--- config.mk ---
export PLATFORM = sky130hd
export DESIGN_NAME = pipe_ctrl_v2
export DESIGN_NICKNAME = d
export VERILOG_FILES = /design/src/rtl/cpu_defines.sv /design/src/rtl/exc_vector_map.sv /design/src/rtl/pipe_ctrl_v2.sv
export SDC_FILE = /design/constraint.sdc
export NUM_CORES = 1
export LEC_CHECK = 0
export ABC_AREA = 1
export CORE_ASPECT_RATIO = 1.2
export CORE_UTILIZATION = 46
export CTS_BUF_LIST = sky130_fd_sc_hd__clkbuf_8
export DETAILED_ROUTE_END_ITERATION = 10
export PLACE_DENSITY_LB_ADDON = 0.1
export SKIP_LAST_GASP = 1
export SLEW_MARGIN = 20
export SYNTH_ARGS = -nofsm -noshare
export SYNTH_HDL_FRONTEND = slang
export SYNTH_SLANG_ARGS = --single-unit
--- constraint.sdc ---
create_clock -name clk -period 2 [get_ports clk]
set_input_delay 0.6 -clock clk [delete_from_list [all_inputs] [get_ports clk]]
set_output_delay 0.6 -clock clk [all_outputs]
set_load 0.1 [all_outputs]
--- src/rtl/cpu_defines.sv ---
// rtl/cpu_defines.sv - shared CPU constants: exception codes, vector offsets, controller states
// Exception codes are 4 bits wide so that unused encodings can reach the controller as "unknown".
package cpu_defines;

  localparam int EXC_W = 4;

  typedef enum logic [EXC_W-1:0] {
    EXC_NO           = 4'd0,
    EXC_INTERRUPT    = 4'd1,
    EXC_SYSCALL      = 4'd2,
    EXC_INVALID_INST = 4'd3,
    EXC_OV           = 4'd4,
    EXC_BREAKPOINT   = 4'd5,
    EXC_ITLB_REFILL  = 4'd6,
    EXC_DTLB_REFILL  = 4'd7,
    EXC_TLB_INVALID  = 4'd8,
    EXC_ERET         = 4'd9
  } Excp_t;

  localparam logic [31:0] PC_INTERRUPT    = 32'h0000_0200;
  localparam logic [31:0] PC_SYSCALL      = 32'h0000_0180;
  localparam logic [31:0] PC_INVALID_INST = 32'h0000_0180;
  localparam logic [31:0] PC_OV           = 32'h0000_0180;
  localparam logic [31:0] PC_BREAKPOINT   = 32'h0000_0180;
  localparam logic [31:0] PC_TLB_REFILL   = 32'h0000_0000;
  localparam logic [31:0] PC_TLB_INVALID  = 32'h0000_0180;

  localparam logic ENABLE  = 1'b1;
  localparam logic DISABLE = 1'b0;

  typedef enum logic [1:0] {
    IDLE     = 2'd0,
    WAIT_BUS = 2'd1,
    REDIRECT = 2'd2
  } ctrl_state_t;

endpackage

--- src/rtl/exc_vector_map.sv ---
// rtl/exc_vector_map.sv - maps an exception code to its redirect target
// Purely combinational so CP0 can share it; hit=0 means "no exception" (EXC_NO or unknown code).
module exc_vector_map
  import cpu_defines::*;
(
  input  logic [EXC_W-1:0] exc_code,
  input  logic [31:0]      cp0_ebase,
  input  logic [31:0]      cp0_epc,
  output logic             hit,
  output logic [31:0]      target
);

  always_comb begin
    hit    = 1'b1;
    target = 32'h0;
    case (exc_code)
      EXC_INTERRUPT:    target = cp0_ebase + PC_INTERRUPT;
      EXC_SYSCALL:      target = cp0_ebase + PC_SYSCALL;
      EXC_INVALID_INST: target = cp0_ebase + PC_INVALID_INST;
      EXC_OV:           target = cp0_ebase + PC_OV;
      EXC_BREAKPOINT:   target = cp0_ebase + PC_BREAKPOINT;
      EXC_ITLB_REFILL,
      EXC_DTLB_REFILL:  target = cp0_ebase + PC_TLB_REFILL;
      EXC_TLB_INVALID:  target = cp0_ebase + PC_TLB_INVALID;
      EXC_ERET:         target = cp0_epc;
      default:          hit    = 1'b0;
    endcase
  end

endmodule

--- src/rtl/pipe_ctrl_v2.sv ---
// rtl/pipe_ctrl_v2.sv - pipeline stall mask, exception redirect FSM and stall watchdog
// An exception seen during a bus stall is parked in WAIT_BUS and redirected once the bus frees.
module pipe_ctrl_v2
  import cpu_defines::*;
#(
  parameter int          NSTAGE        = 6,
  parameter int          STALL_TIMEOUT = 1024,
  parameter logic [31:0] RESET_PC      = 32'hBFC0_0000
) (
  input  logic              clk,
  input  logic              rst,
  input  logic [NSTAGE-1:0] stallreq,
  input  logic              bus_stall,
  input  logic              exc_valid,
  input  logic [EXC_W-1:0]  exc_code,
  input  logic [31:0]       cp0_ebase,
  input  logic [31:0]       cp0_epc,
  output logic [NSTAGE-1:0] stall,
  output logic              flush,
  output logic [31:0]       new_pc,
  output logic              exc_pending,
  output logic              stall_timeout
);

  localparam int CW = $clog2(STALL_TIMEOUT + 1);
  localparam logic [CW-1:0] CNT_MAX = CW'(STALL_TIMEOUT);

  ctrl_state_t       state_q, state_d;
  logic [31:0]       target_q, target_d;
  logic [31:0]       new_pc_q, new_pc_d;
  logic              flush_q, flush_d;
  logic              pending_q, pending_d;
  logic [CW-1:0]     cnt_q, cnt_d;
  logic              timeout_q, timeout_d;
  logic              exc_hit;
  logic [31:0]       exc_target;
  logic [NSTAGE-1:0] req_mask;
  logic              seen;

  exc_vector_map u_vec (
    .exc_code  (exc_code),
    .cp0_ebase (cp0_ebase),
    .cp0_epc   (cp0_epc),
    .hit       (exc_hit),
    .target    (exc_target)
  );

  // A stalled stage forces every older stage (lower index) to hold as well.
  always_comb begin
    seen     = 1'b0;
    req_mask = '0;
    for (int i = NSTAGE - 1; i >= 0; i--) begin
      seen        = seen | stallreq[i];
      req_mask[i] = seen;
    end
  end

  always_comb begin
    stall = '0;
    if (!rst) begin
      case (state_q)
        IDLE:     stall = bus_stall ? '1 : req_mask;
        WAIT_BUS: stall = '1;
        default:  stall = '0;
      endcase
    end
  end

  always_comb begin
    state_d   = state_q;
    target_d  = target_q;
    pending_d = pending_q;
    case (state_q)
      IDLE: begin
        if (exc_valid && exc_hit) begin
          target_d = exc_target;
          if (bus_stall) begin
            state_d   = WAIT_BUS;
            pending_d = ENABLE;
          end else begin
            state_d = REDIRECT;
          end
        end
      end
      WAIT_BUS: begin
        if (!bus_stall) begin
          state_d   = REDIRECT;
          pending_d = DISABLE;
        end
      end
      default: state_d = IDLE;
    endcase
    flush_d  = (state_d == REDIRECT);
    new_pc_d = (state_d == REDIRECT) ? target_d : RESET_PC;
  end

  always_comb begin
    if (stall == '0) begin
      cnt_d = '0;
    end else if (cnt_q == CNT_MAX) begin
      cnt_d = cnt_q;
    end else begin
      cnt_d = cnt_q + 1'b1;
    end
    timeout_d = timeout_q | (cnt_d == CNT_MAX);
  end

  always_ff @(posedge clk) begin
    if (rst) begin
      state_q   <= IDLE;
      target_q  <= RESET_PC;
      new_pc_q  <= RESET_PC;
      flush_q   <= DISABLE;
      pending_q <= DISABLE;
      cnt_q     <= '0;
      timeout_q <= DISABLE;
    end else begin
      state_q   <= state_d;
      target_q  <= target_d;
      new_pc_q  <= new_pc_d;
      flush_q   <= flush_d;
      pending_q <= pending_d;
      cnt_q     <= cnt_d;
      timeout_q <= timeout_d;
    end
  end

  assign flush         = flush_q;
  assign new_pc        = new_pc_q;
  assign exc_pending   = pending_q;
  assign stall_timeout = timeout_q;

endmodule
==> reports/metrics.yaml <==
cells_and_area:
  inverters: 87
  fillCellCount: 678
  buffers: 226
  bufAreaShareNonClock_pct: 33.3
  lay_top_cells: "nand2_1, buf_4, dfxtp_1"
pwr:
  p_leak_uw: 0.00358
  switching_share_pct: 31.6
  power.internal_uw: 3190
  p_total_uw: 4660
  switchingPower_uw: 1470
  top_power_group: "registers"
  seqPwrFrac_pct: 37.7
logic_synthesis:
  syn_nets: 790
  ys_chip_area_sq_mm: 0.00451
  ys_sh_mux_pct: 0
  syn-cell-area_sq_mm: 0.00451
  ys_seq_share_pct: 35.5
  top_area_cell: "dfxtp_1"
  synthAoiAreaFrac_pct: 12.1
  synth-xor-area-share_pct: 0.972
  ys_cells: 708
clock_tree:
  hold_buffers: 0
  cts_tree: "done"
  cts.path.max_buffers: 2
  h-tree-depth: 3
setup_path:
  timing.rr.start: "cnt_q[0]$_SDFF_PP0_"
  ff2ff_setup_slack_ps: 220
  cp.required_ps: 1400
  path_depth: 5
  startpoint_type: "register"
sta:
  hold_violations: 0
  finalCritPeriodShare_pct: 99.1
  fin_crit_ps: 1980
  slew_violations: 0
route:
  wl_mm: 15.5
run_status:
  status: "finished, final reports clean"
placement:
  placed_area_sq_mm: 0.00699
global_routing:
  grt_use_met3_pct: 5.17
  busiest_layer: "met2"
  antenna_found_initial: 0
==> state kept, by name, indices dropped and copies added (netlist names) <==
signal         flops
stall_timeout      1
state_q            2
exc_pending        1
cnt_q             11
target_q          32
new_pc            32
flush              1
==> metal layers <==
layer  vias up  share of wire [%]
met3        52                4.5
met1      2563                 38
li1       2719                  -
met2       195                 54
met5         -                  0
met4         0                4.1
==> synth_stat cells (all sizes together) <==
cell    number
nand4       21
xor2         4
nor2        57
or2          6
o21ai       28
nor3         7
clkbuf       4
buf         14
o221ai       1
o21bai       1
a211oi       1
dfxtp       80
nand3b       4
ha           4
nand3       81
xnor2        1
inv         85
o211ai       3
clkinv       2
nor3b        1
nand2      246
a21oi       57
==> worst min-delay path by stage <==
stage | startpoint | endpoint | cells after the start | slack [ps]
6_report | target_q[22]$_SDFF_PP1_ | new_pc[22]$_SDFF_PP1_ | 2 | 480
5_1_grt | target_q[0]$_SDFF_PP0_ | target_q[0]$_SDFF_PP0_ | 2 | 500
4_1_cts | target_q[22]$_SDFF_PP1_ | new_pc[22]$_SDFF_PP1_ | 2 | 470
3_5_place_dp | target_q[28]$_SDFF_PP1_ | new_pc[28]$_SDFF_PP1_ | 2 | 460
3_3_place_gp | target_q[24]$_SDFF_PP1_ | target_q[24]$_SDFF_PP1_ | 2 | 450
2_1_floorplan | target_q[25]$_SDFF_PP1_ | new_pc[25]$_SDFF_PP1_ | 2 | 440
==> per-stage QoR <==
| step | instances | utilization, % | setup WS (ps) |
|---|---|---|---|
| floorplan | 708 | - | -101 |
| global placement | 1029 | 73.5 | -444 |
| detailed placement | 1029 | 73.5 | -508 |
| CTS | 1049 | 76.9 | -49.9 |
| global route | 1055 | 78.9 | -52.1 |
| finish | 1055 | 78.9 | 18.5 |
==> images/floorplan.png <==
Scale bar: 20 um. Pins as bars on the die edge.
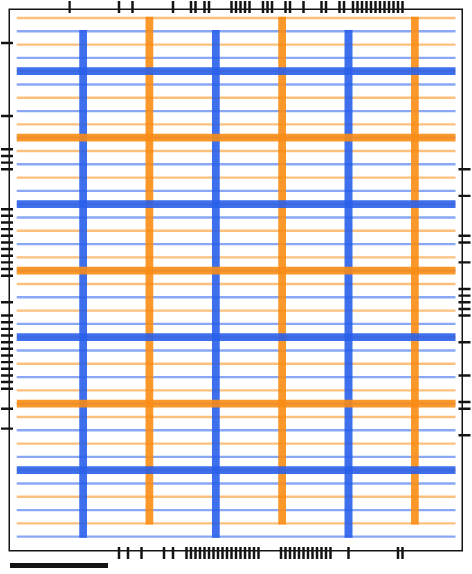
- VSS: blue
- VDD: orange
- met1 rails: 40
- met4 straps: 6
- met5 straps: 7
- signal pins: 119
- rows: 39
Die Span X: 92.4 um
peak supply drop: 0.520 mV
core footprint: 0.00952 sq mm
Die Ht: 110 um

==> images/class_map.png <==
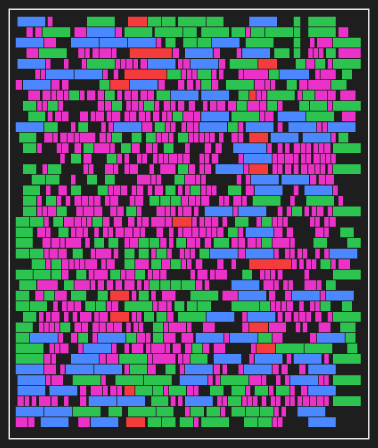
- clock drivers and dummy loads: red (cells 16; share of their area 3.5%)
- registers: blue (cells 80; share of their area 22%)
- remaining logic cells: magenta (cells 610; share of their area 41%)
- remaining buffers and delay cells: green (cells 226; share of their area 34%)
final instance area: 0.00751 sq mm
sequential share of cell area: 21.4%
FP Rows: 39
Core Util, Final: 78.9%

==> images/clock_wires.png <==
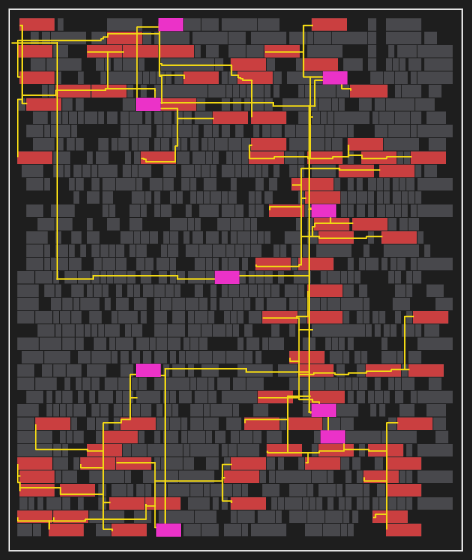
- clock-net drivers: magenta (count 9)
- clock wires: yellow (length 1070 um)
- flip-flops: red (count 80)
- routed clock nets: 10
- flops lie: spread over the die
Clock Latency Late Sink: 370 ps
clk pwr: 1510 uW
clk_skew: 5.85 ps

Power figures rest on the tool's default switching activity, not on a simulated workload.
